==> src/rtl/niosii_tutorial_cpu_oci_dct_packer.sv <==
// OCI DCT trace packer: packs 2-bit atoms into 30-bit frames and hands them
// to the readout path over valid/ready without ever stalling the CPU.
module niosii_tutorial_cpu_oci_dct_packer #(
    parameter int unsigned ATOM_W = 2,
    parameter int unsigned ATOMS  = 15,
    localparam int unsigned FRAME_W = ATOM_W * ATOMS,
    localparam int unsigned CNT_W   = $clog2(ATOMS + 1)
) (
    input  logic               clk,
    input  logic               reset_n,
    input  logic               trace_enable,
    input  logic               atom_valid,
    input  logic [ATOM_W-1:0]  atom_data,
    input  logic               flush_req,
    output logic               frame_valid,
    input  logic               frame_ready,
    output logic [FRAME_W-1:0] frame_data,
    output logic [CNT_W-1:0]   frame_count,
    output logic [FRAME_W-1:0] dct_buffer,
    output logic [CNT_W-1:0]   dct_count,
    output logic               overflow,
    input  logic               overflow_clr,
    output logic               flush_done
);

    localparam logic [CNT_W-1:0] FULL = CNT_W'(ATOMS);

    typedef enum logic [1:0] {
        ST_EMPTY,
        ST_FILLING,
        ST_BLOCKED,
        ST_FLUSH_WAIT
    } state_t;

    state_t               state_q, state_d;
    logic [FRAME_W-1:0]   buf_q, buf_d;
    logic [CNT_W-1:0]     cnt_q, cnt_d;
    logic                 pend_q, pend_d;
    logic                 done_q, done_d;
    logic                 ovf_q, ovf_d;
    logic                 oval_q, oval_d;
    logic [FRAME_W-1:0]   odata_q, odata_d;
    logic [CNT_W-1:0]     ocnt_q, ocnt_d;

    logic                 atom_in;
    logic                 out_free;
    logic                 move;
    logic [FRAME_W-1:0]   nbuf;
    logic [CNT_W-1:0]     ncnt;

    assign atom_in  = atom_valid & trace_enable;
    assign out_free = ~oval_q | frame_ready;

    always_comb begin
        state_d = state_q;
        buf_d   = buf_q;
        cnt_d   = cnt_q;
        pend_d  = pend_q;
        done_d  = 1'b0;
        ovf_d   = ovf_q & ~overflow_clr;
        move    = 1'b0;
        nbuf    = buf_q;
        ncnt    = cnt_q + CNT_W'(atom_in);

        for (int unsigned k = 0; k < ATOMS; k++) begin
            if (atom_in && cnt_q == CNT_W'(k)) begin
                nbuf[k*ATOM_W +: ATOM_W] = atom_data;
            end
        end

        unique case (state_q)
            ST_EMPTY, ST_FILLING: begin
                // A completed or flushed frame is staged here and handed over on the following edge.
                buf_d = nbuf;
                cnt_d = ncnt;
                if (ncnt == FULL) begin
                    state_d = ST_BLOCKED;
                    pend_d  = flush_req;
                end else if (flush_req) begin
                    if (ncnt == '0) begin
                        done_d = 1'b1;
                    end else begin
                        state_d = ST_FLUSH_WAIT;
                    end
                end else begin
                    state_d = (ncnt == '0) ? ST_EMPTY : ST_FILLING;
                end
            end
            ST_BLOCKED: begin
                if (out_free) begin
                    move   = 1'b1;
                    done_d = pend_q | flush_req;
                    pend_d = 1'b0;
                    buf_d  = '0;
                    if (atom_in) begin
                        buf_d[ATOM_W-1:0] = atom_data;
                        cnt_d   = CNT_W'(1);
                        state_d = ST_FILLING;
                    end else begin
                        cnt_d   = '0;
                        state_d = ST_EMPTY;
                    end
                end else begin
                    if (atom_in)   ovf_d  = 1'b1;
                    if (flush_req) pend_d = 1'b1;
                end
            end
            ST_FLUSH_WAIT: begin
                if (atom_in) ovf_d = 1'b1;
                if (out_free) begin
                    move    = 1'b1;
                    done_d  = 1'b1;
                    buf_d   = '0;
                    cnt_d   = '0;
                    state_d = ST_EMPTY;
                end
            end
            default: state_d = ST_EMPTY;
        endcase

        oval_d  = oval_q & ~frame_ready;
        odata_d = odata_q;
        ocnt_d  = ocnt_q;
        if (move) begin
            oval_d  = 1'b1;
            odata_d = buf_q;
            ocnt_d  = cnt_q;
        end
    end

    always_ff @(posedge clk or negedge reset_n) begin
        if (!reset_n) begin
            state_q <= ST_EMPTY;
            buf_q   <= '0;
            cnt_q   <= '0;
            pend_q  <= 1'b0;
            done_q  <= 1'b0;
            ovf_q   <= 1'b0;
            oval_q  <= 1'b0;
            odata_q <= '0;
            ocnt_q  <= '0;
        end else begin
            state_q <= state_d;
            buf_q   <= buf_d;
            cnt_q   <= cnt_d;
            pend_q  <= pend_d;
            done_q  <= done_d;
            ovf_q   <= ovf_d;
            oval_q  <= oval_d;
            odata_q <= odata_d;
            ocnt_q  <= ocnt_d;
        end
    end

    assign frame_valid = oval_q;
    assign frame_data  = odata_q;
    assign frame_count = ocnt_q;
    assign dct_buffer  = buf_q;
    assign dct_count   = cnt_q;
    assign overflow    = ovf_q;
    assign flush_done  = done_q;

endmodule

==> config.mk <==
export PLATFORM = sky130hd
export DESIGN_NAME = niosii_tutorial_cpu_oci_dct_packer
export DESIGN_NICKNAME = d
export VERILOG_FILES = /design/src/rtl/niosii_tutorial_cpu_oci_dct_packer.sv
export SDC_FILE = /design/constraint.sdc
export NUM_CORES = 1
export LEC_CHECK = 0
export CAP_MARGIN = 20
export CORE_MARGIN = 5
export CORE_UTILIZATION = 44
export CTS_CLUSTER_DIAMETER = 150
export CTS_CLUSTER_SIZE = 8
export DETAILED_ROUTE_END_ITERATION = 8
export HOLD_SLACK_MARGIN = 0.08
export PLACE_DENSITY = 0.83
export REMOVE_ABC_BUFFERS = 1
export SLEW_MARGIN = 30
export SYNTH_ARGS = -nofsm -noshare
export SYNTH_HDL_FRONTEND = slang
export SYNTH_SLANG_ARGS = --single-unit
==> constraint.sdc <==
create_clock -name clk -period 2.57 [get_ports clk]
set_input_delay 0.3855 -clock clk [delete_from_list [all_inputs] [get_ports clk]]
set_output_delay 0.3855 -clock clk [all_outputs]
set_load 0.1 [all_outputs]
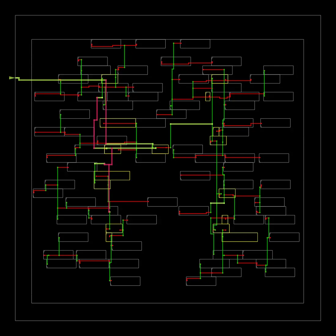
clocks.png
Worst-Skew Late Latency: 340 ps
flop count: 74
clock buffers created by TritonCTS: 9

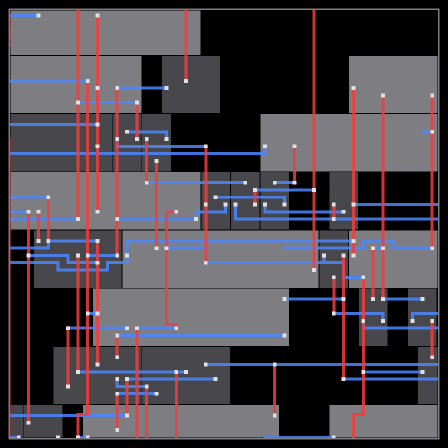
detail.png
Window x 61 to 81, y 61 to 81 um. Cells in gray, sequential cells in the stronger gray; small squares are vias.
- metal 2: red
- metal 1: blue
- metal 3: green
- netlist names of flops here include: dct_buffer (4), frame_data (4)
- cells with their middle in the window: 24
- sequential cells in the window: 8
- most frequent: nand2_1 (10), dfrtp_1 (8), mux2_2 (2)

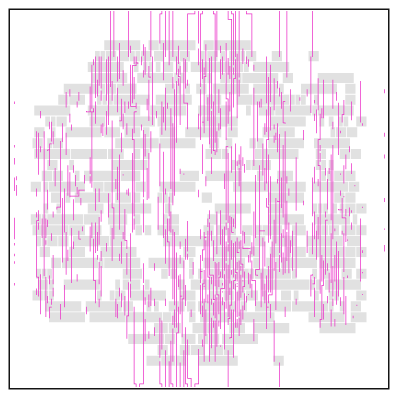
layer_met2.png
Scale: 4 px per um.
- nets with wire on the layer: 346
- main direction: vertical

==> flow_summary_export.csv <==
group,metric,value,unit
run_status,status,"complete, no violations",
worst_setup_path,crit_path_end,"pend_q",
synthesis,synthesis.area,0.00314,sq mm
worst_setup_path,critical_path.reg2reg.startpoint,"dct_count[0]",
floorplanning,die_size,0.00893,sq mm
worst_setup_path,worstPathCellList,"clkdlybuf4s50_1 -> nand2_1 -> inv_1 -> ha_1 -> ha_1 -> xnor2_4 -> nor4_4 -> mux2_1 -> o221a_1",
synthesis,synthDominantCellAreaShare,0.589,
synthesis,topCombFamilyByArea,"simple AND/OR/NAND/NOR gates",
synthesis,synth.avg_cell_area,10.5,sq um
cells_and_area,comb_area_share,0.291,
synthesis,numSynthFlops,74,
timing,final_period_minus_worst_setup_slack,2250,ps
synthesis,synthFlopType,"sky130_fd_sc_hd__dfrtp_1",
floorplanning,die.size.y,94.5,um
place,pre_cts_slack,-15.5,ps
grt,grt_most_used_layer,"met2",
cells_and_area,drive_above_1_share,0.338,
timing,final.period_utilization,0.875,
place,port_buffers,79,
cells_and_area,layout_top_cell_excl_fill_tap,"sky130_fd_sc_hd__nand2_1",
cells_and_area,area.combinational,0.00120,sq mm
timing,fin_skew,14.2,ps
synthesis,netlist.top_cell.by_instances,"sky130_fd_sc_hd__nand2_1",
cells_and_area,post_layout_nonfiller_instances,486,
routing,detailroute.wirelength.met2,3.70,mm
timing,whs,49.1,ps
clocking,post-cts-setup-buffer-count,0,
synthesis,ys_area,0.00314,sq mm
timing,achievable-frequency,445,MHz
cells_and_area,final_util,0.601,
synthesis,netlist-cell-type-count,37,
clocking,cts_htree_levels,3,
timing,finalSetupViolCount,0,
floorplanning,n_tap_cell,96,
timing,final_hold_viol_count,0,
job,openroad.warnings,25,
cells_and_area,signal_buffers,91,
synthesis,synthMuxAreaShare,0.110,
routing,met3_wirelength,487,um
worst_setup_path,worst_path_max_delay_cell,"sky130_fd_sc_hd__clkdlybuf4s50_1",
worst_setup_path,path_buffers,2,
cells_and_area,antenna_cells,0,
grt,grt_max_degree,75,
worst_setup_path,cpPeakStageDelay,390,ps
routing,top_metal_used,"met4",
clocking,cts-root-buf,"sky130_fd_sc_hd__clkbuf_8",
timing,final_tally_of_max_slew_violations,0,
worst_setup_path,crit_fanout,4,
worst_setup_path,setup.worst_path.class,"input pin to flop",
synthesis,post_synth_ao_oa_area_fraction,0.0641,
place,place_inst,470,
worst_setup_path,timing.critical_path.required,2790,ps
clocking,cts_resized,0,
place,dpl.hpwl,5.25,mm
synthesis,yosys_xor_share,0.0143,
worst_setup_path,timing.critical_path.max_delay_family,"adder cells",
cells_and_area,nNetsFinal,396,
grt,via_count_of_the_first_global_routing_pass,2557,
timing,grt_setup_unrepaired,"false",
cells_and_area,num-multi-input-gates,204,
grt,globalRouteMet3Util,0.0486,
synthesis,synth_sequential_area_ratio,0.589,
routing,iteration_tally_of_the_first_detailed_router_pass,6,
grt,global_route.usage.met1,0.222,
worst_setup_path,worst-r2r-setup-slack,350,ps
worst_setup_path,crit_cells,9,
timing,timing_worst_slew_pin_value,915,ps
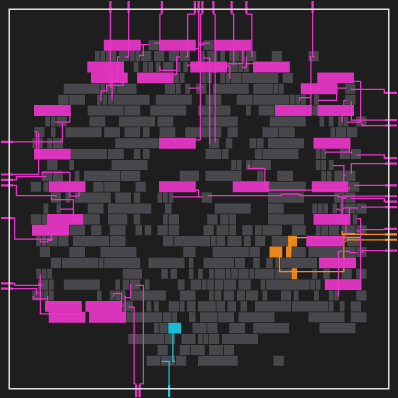
io_fan.png
Scale: 4 px per um.
- frame_data: magenta (direction output; edge 11 east, 10 north, 7 west, 2 south; end cells 30; buffers 30; wire 847 um)
- overflow_clr: cyan (direction input; edge south; end cells 1; buffers 1; wire 16.8 um)
- atom_data: orange (direction input; edge east; end cells 4; buffers 2; wire 78.1 um)

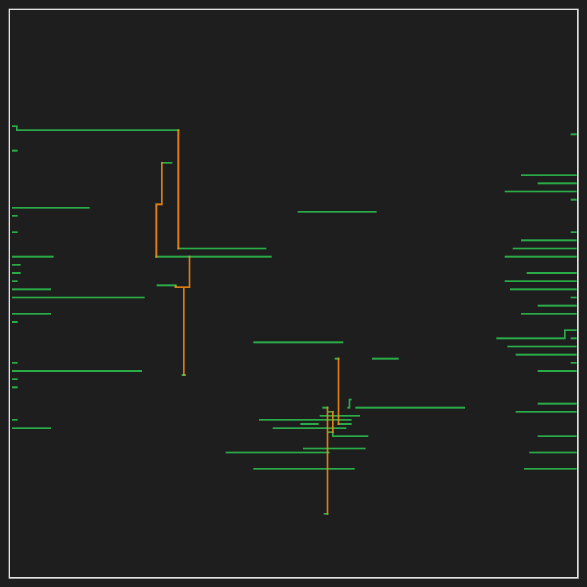
wires.png
Scale: 6 px per um. Two of the layers only.
- metal 4: orange (wire length 90.4 um)
- metal 3: green (wire length 487 um)

